gate_families.png
Scale: 4 px per um.
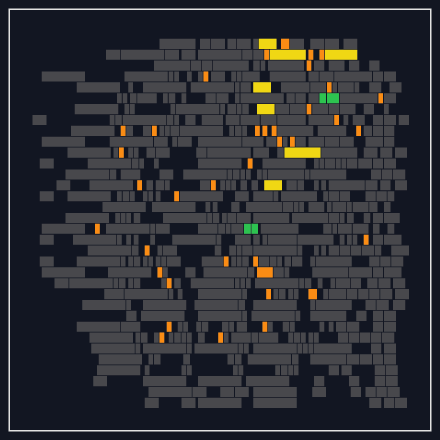
port_nets.png
Scale: 4 px per um.
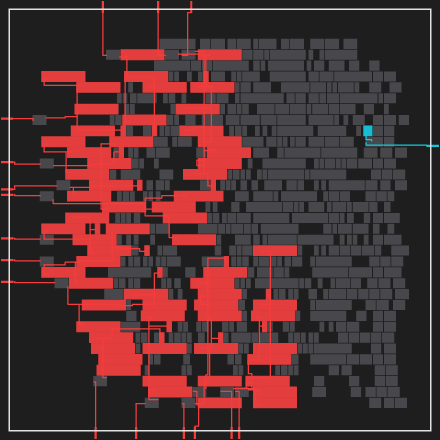
==> src/rtl/instr_dec_queue.sv <==
// Buffered instruction decoder: a DEPTH-entry FIFO feeding one registered decode stage.
// Define DEC_ILLEGAL_EN to register an illegal-opcode flag alongside the decode stage.
module instr_dec_queue #(
   parameter int DATA_W = 16,
   parameter int DEPTH  = 4,
   parameter int REG_AW = 3
) (
   input  logic                     clk,
   input  logic                     reset_n,
   input  logic                     in_valid,
   output logic                     in_ready,
   input  logic [15:0]              in_instr,
   input  logic                     flush,
   output logic                     out_valid,
   input  logic                     out_ready,
   input  logic [2:0]               nsel,
   output logic [2:0]               opcode,
   output logic [1:0]               op,
   output logic [1:0]               ALUop,
   output logic [1:0]               shift,
   output logic [REG_AW-1:0]        readnum,
   output logic [REG_AW-1:0]        writenum,
   output logic [DATA_W-1:0]        sximm5,
   output logic [DATA_W-1:0]        sximm8,
   output logic                     nsel_err,
   output logic                     illegal,
   output logic [$clog2(DEPTH):0]   count
);

   localparam int PW = $clog2(DEPTH);
   localparam int CW = PW + 1;

   logic [15:0]       r_mem [DEPTH];
   logic [PW-1:0]     r_wptr;
   logic [PW-1:0]     r_rptr;
   logic [CW-1:0]     r_count;
   logic              r_out_valid;
   logic [15:0]       r_instr;

   logic              w_push;
   logic              w_load;
   logic              w_pop;
   logic              w_bypass;
   logic              w_wr;
   logic [15:0]       w_next;
   logic [REG_AW-1:0] w_regnum;
   logic              w_nsel_err;

   assign in_ready = (r_count < CW'(DEPTH));
   assign w_push   = in_valid & in_ready;
   assign w_load   = ~r_out_valid | out_ready;
   assign w_pop    = w_load & (r_count != '0);
   // An empty queue hands the incoming word straight to the decode stage.
   assign w_bypass = w_load & (r_count == '0) & w_push;
   assign w_wr     = w_push & ~w_bypass;
   assign w_next   = w_pop ? r_mem[r_rptr] : in_instr;

   always_ff @(posedge clk) begin
      if (w_wr && !flush)
         r_mem[r_wptr] <= in_instr;
   end

   always_ff @(posedge clk or negedge reset_n) begin
      if (!reset_n) begin
         r_wptr      <= '0;
         r_rptr      <= '0;
         r_count     <= '0;
         r_out_valid <= 1'b0;
      end else if (flush) begin
         r_wptr      <= '0;
         r_rptr      <= '0;
         r_count     <= '0;
         r_out_valid <= 1'b0;
      end else begin
         if (w_wr)
            r_wptr <= r_wptr + PW'(1);
         if (w_pop)
            r_rptr <= r_rptr + PW'(1);
         r_count <= r_count + CW'(w_wr) - CW'(w_pop);
         if (w_load)
            r_out_valid <= w_pop | w_bypass;
      end
   end

   always_ff @(posedge clk or negedge reset_n) begin
      if (!reset_n)
         r_instr <= '0;
      else if (!flush && (w_pop || w_bypass))
         r_instr <= w_next;
   end

`ifdef DEC_ILLEGAL_EN
   logic r_illegal;

   function automatic logic f_illegal(input logic [15:0] i);
      return (i[15:13] < 3'b011) || (i[15:13] == 3'b110 && i[12:11] == 2'b01);
   endfunction

   always_ff @(posedge clk or negedge reset_n) begin
      if (!reset_n)
         r_illegal <= 1'b0;
      else if (!flush && (w_pop || w_bypass))
         r_illegal <= f_illegal(w_next);
   end

   assign illegal = r_illegal;
`else
   assign illegal = 1'b0;
`endif

   always_comb begin
      w_regnum   = '0;
      w_nsel_err = 1'b0;
      case (nsel)
         3'b001:  w_regnum = REG_AW'(r_instr[10:8]);
         3'b010:  w_regnum = REG_AW'(r_instr[7:5]);
         3'b100:  w_regnum = REG_AW'(r_instr[2:0]);
         default: w_nsel_err = 1'b1;
      endcase
   end

   assign out_valid = r_out_valid;
   assign count     = r_count;
   assign opcode    = r_instr[15:13];
   assign op        = r_instr[12:11];
   assign ALUop     = r_instr[12:11];
   assign shift     = r_instr[4:3];
   assign readnum   = w_regnum;
   assign writenum  = w_regnum;
   assign nsel_err  = w_nsel_err;
   assign sximm5    = {{(DATA_W-5){r_instr[4]}}, r_instr[4:0]};
   assign sximm8    = {{(DATA_W-8){r_instr[7]}}, r_instr[7:0]};

endmodule
==> config.mk <==
export PLATFORM = sky130hd
export DESIGN_NAME = instr_dec_queue
export DESIGN_NICKNAME = d
export VERILOG_FILES = /design/src/rtl/instr_dec_queue.sv
export SDC_FILE = /design/constraint.sdc
export NUM_CORES = 1
export LEC_CHECK = 0
export ABC_AREA = 1
export CORE_MARGIN = 5
export CORE_UTILIZATION = 48
export DETAILED_ROUTE_END_ITERATION = 12
export GPL_ROUTABILITY_DRIVEN = 0
export GPL_TIMING_DRIVEN = 0
export PLACE_DENSITY = 0.76
export SETUP_SLACK_MARGIN = 0.2
export SYNTH_ARGS = -nofsm -noshare
export SYNTH_HDL_FRONTEND = slang
export SYNTH_SLANG_ARGS = --single-unit
==> constraint.sdc <==
create_clock -name clk -period 2 [get_ports clk]
set_input_delay 0.4 -clock clk [delete_from_list [all_inputs] [get_ports clk]]
set_output_delay 0.4 -clock clk [all_outputs]
set_load 0.01 [all_outputs]
==> impl_metrics.env <==
# implementation run metrics
export IMPL_endpoint_kind="register"
export IMPL_r2r_slack_ns=-0.05
export IMPL_cpMostUsedCell="ha_4"
export IMPL_p_per_area_nw_per_um2=1410
export IMPL_critPathTopFamily="adder cells"
export IMPL_nFillCells=653
export IMPL_clock_fmax_mhz=488
export IMPL_hold_slack_ns=0.451
export IMPL_failed_checks="setup timing"
export IMPL_grt_usage_pct=19.2
export IMPL_hold_viol_final=0
export IMPL_skew_ns=0.0115
export IMPL_dr_pass1_iters=4
export IMPL_tapCellCount=108
export IMPL_cap_violations=0
export IMPL_fp_nets=467
export IMPL_run_status="complete, but fails checks"
export IMPL_nMultiInputCombCells=252
export IMPL_register_area_um2=2530
export IMPL_crit_start="count[2]"
export IMPL_num_nonclk_buffers=166
export IMPL_cp_slowest_stage_delay_ns=0.44
export IMPL_synth_cells=436
export IMPL_wl_per_cell_um=15.5
export IMPL_fp_util_pct=49.5
export IMPL_hpwl_mm=6.56
export IMPL_cts_root_buf="clkbuf_8"
export IMPL_mostFrequentLayoutCells="nand2_1 (150), buf_4 (79), edfxtp_1 (64)"
export IMPL_crit_required_ns=2.28
export IMPL_antenna_found_initial=0
export IMPL_cts_resized=82
export IMPL_whs_endpoint="out_valid"
export IMPL_timing_rr_start="count[2]"
export IMPL_worst_slack_ns=-0.0472
export IMPL_largest_reg_flops=64
export IMPL_drc=0
export IMPL_regMostFlops="r_mem"
export IMPL_dpl_cell_count=622
export IMPL_yosys_stat_cells=436
export IMPL_yosysUniqueCellTypes=26
export IMPL_irDropWorstVdd_v=0.000524
export IMPL_worstSetupPathType="reg2reg"
export IMPL_nFlopsAndLatches=88
export IMPL_rr_worst_depth=12
export IMPL_critPathMaxFanout=3
export IMPL_clock_area_share_pct=4.43
export IMPL_core_um2=8760
export IMPL_fin_nets=585
export IMPL_synth_area_yosys_um2=4330
export IMPL_area_dominant_class="sequential cells"
export IMPL_dp_slack_ns=-0.722
export IMPL_htreeDepth=3
export IMPL_cts_tree="done"
export IMPL_ys_sh_xor_pct=0.202
export IMPL_grt_pass1_vias=3239
export IMPL_finalSetupViolations=2
export IMPL_hp_class="in2reg"
export IMPL_vias=3290
export IMPL_slew_viol_final=0
export IMPL_cp_slowest_cell="dfrtp_2"
export IMPL_yosys_area_top_type="edfxtp_1"
export IMPL_drive_gt1_share_pct=30.8
export IMPL_antenna_cells=0
export IMPL_ys_sh_mux_pct=0
export IMPL_layout_nonclk_buf_share_pct=24.3
export IMPL_synthAdderAreaFrac_pct=2.19
export IMPL_synth_seq_area_share_pct=58.2
export IMPL_slew_headroom_pct=27.3
export IMPL_cts_sinks=88
export IMPL_path_buffers=4
export IMPL_tightest_slew_ns=1.09
export IMPL_cts_buffers=9
export IMPL_hold_start="out_ready"
export IMPL_log_warning_count=32
export IMPL_hold_buffers=0
export IMPL_placed_area_um2=5310
## Picture notes: gate_families.png
legend:
  adder and majority cells:
    color: yellow
    cells: 7
    most_used: ha_1
  inverting AOI/OAI gates:
    color: green
    cells: 4
    most_used: o21ai_1
  inverters:
    color: orange
    cells: 37
    most_used: inv_1
Comb/total area: 23.4%
Commonest Layout Cell: nand2_1
non-filler instance count after layout: 667

## Picture notes: port_nets.png
legend:
  `out_ready`:
    color: cyan
    bits: 1
    direction: input
    end_cells: 1
    buffers: 1
    wire: 20.4 um
  `in_instr`:
    color: red
    bits: 16
    direction: input
    end_cells: 80
    buffers: 16
    wire: 836 um
PortBufs: 76
num ports: 78

[cells in the mapped netlist, drive strengths merged]
cell	number
inv	37
ha	6
conb	1
nor2	12
edfxtp	64
nand4	2
buf	59
and3	1
o21ai	3
a21oi	1
nand3	58
nand2	163
fa	1
xor2	1
dfrtp	24
nor3	3
[layer usage]
metal | track usage, % | vias to the layer above | wire length (um) | share of wire, %
li1 | - | 1599 | - | -
met1 | 25.3 | 1539 | 4440 | 43
met2 | 30.9 | 141 | 5000 | 48
met3 | 4.81 | 11 | 741 | 7.2
met4 | 7.12 | 0 | 153 | 1.5
met5 | 0 | - | 0 | 0
[report_power, final]
group	leakage, uW	internal [uW]	switching (uW)
logic	0.00175	2140	2160
registers	0.000873	2260	171
clock network	0.000126	954	620
Power figures rest on the tool's default switching activity, not on a simulated workload.
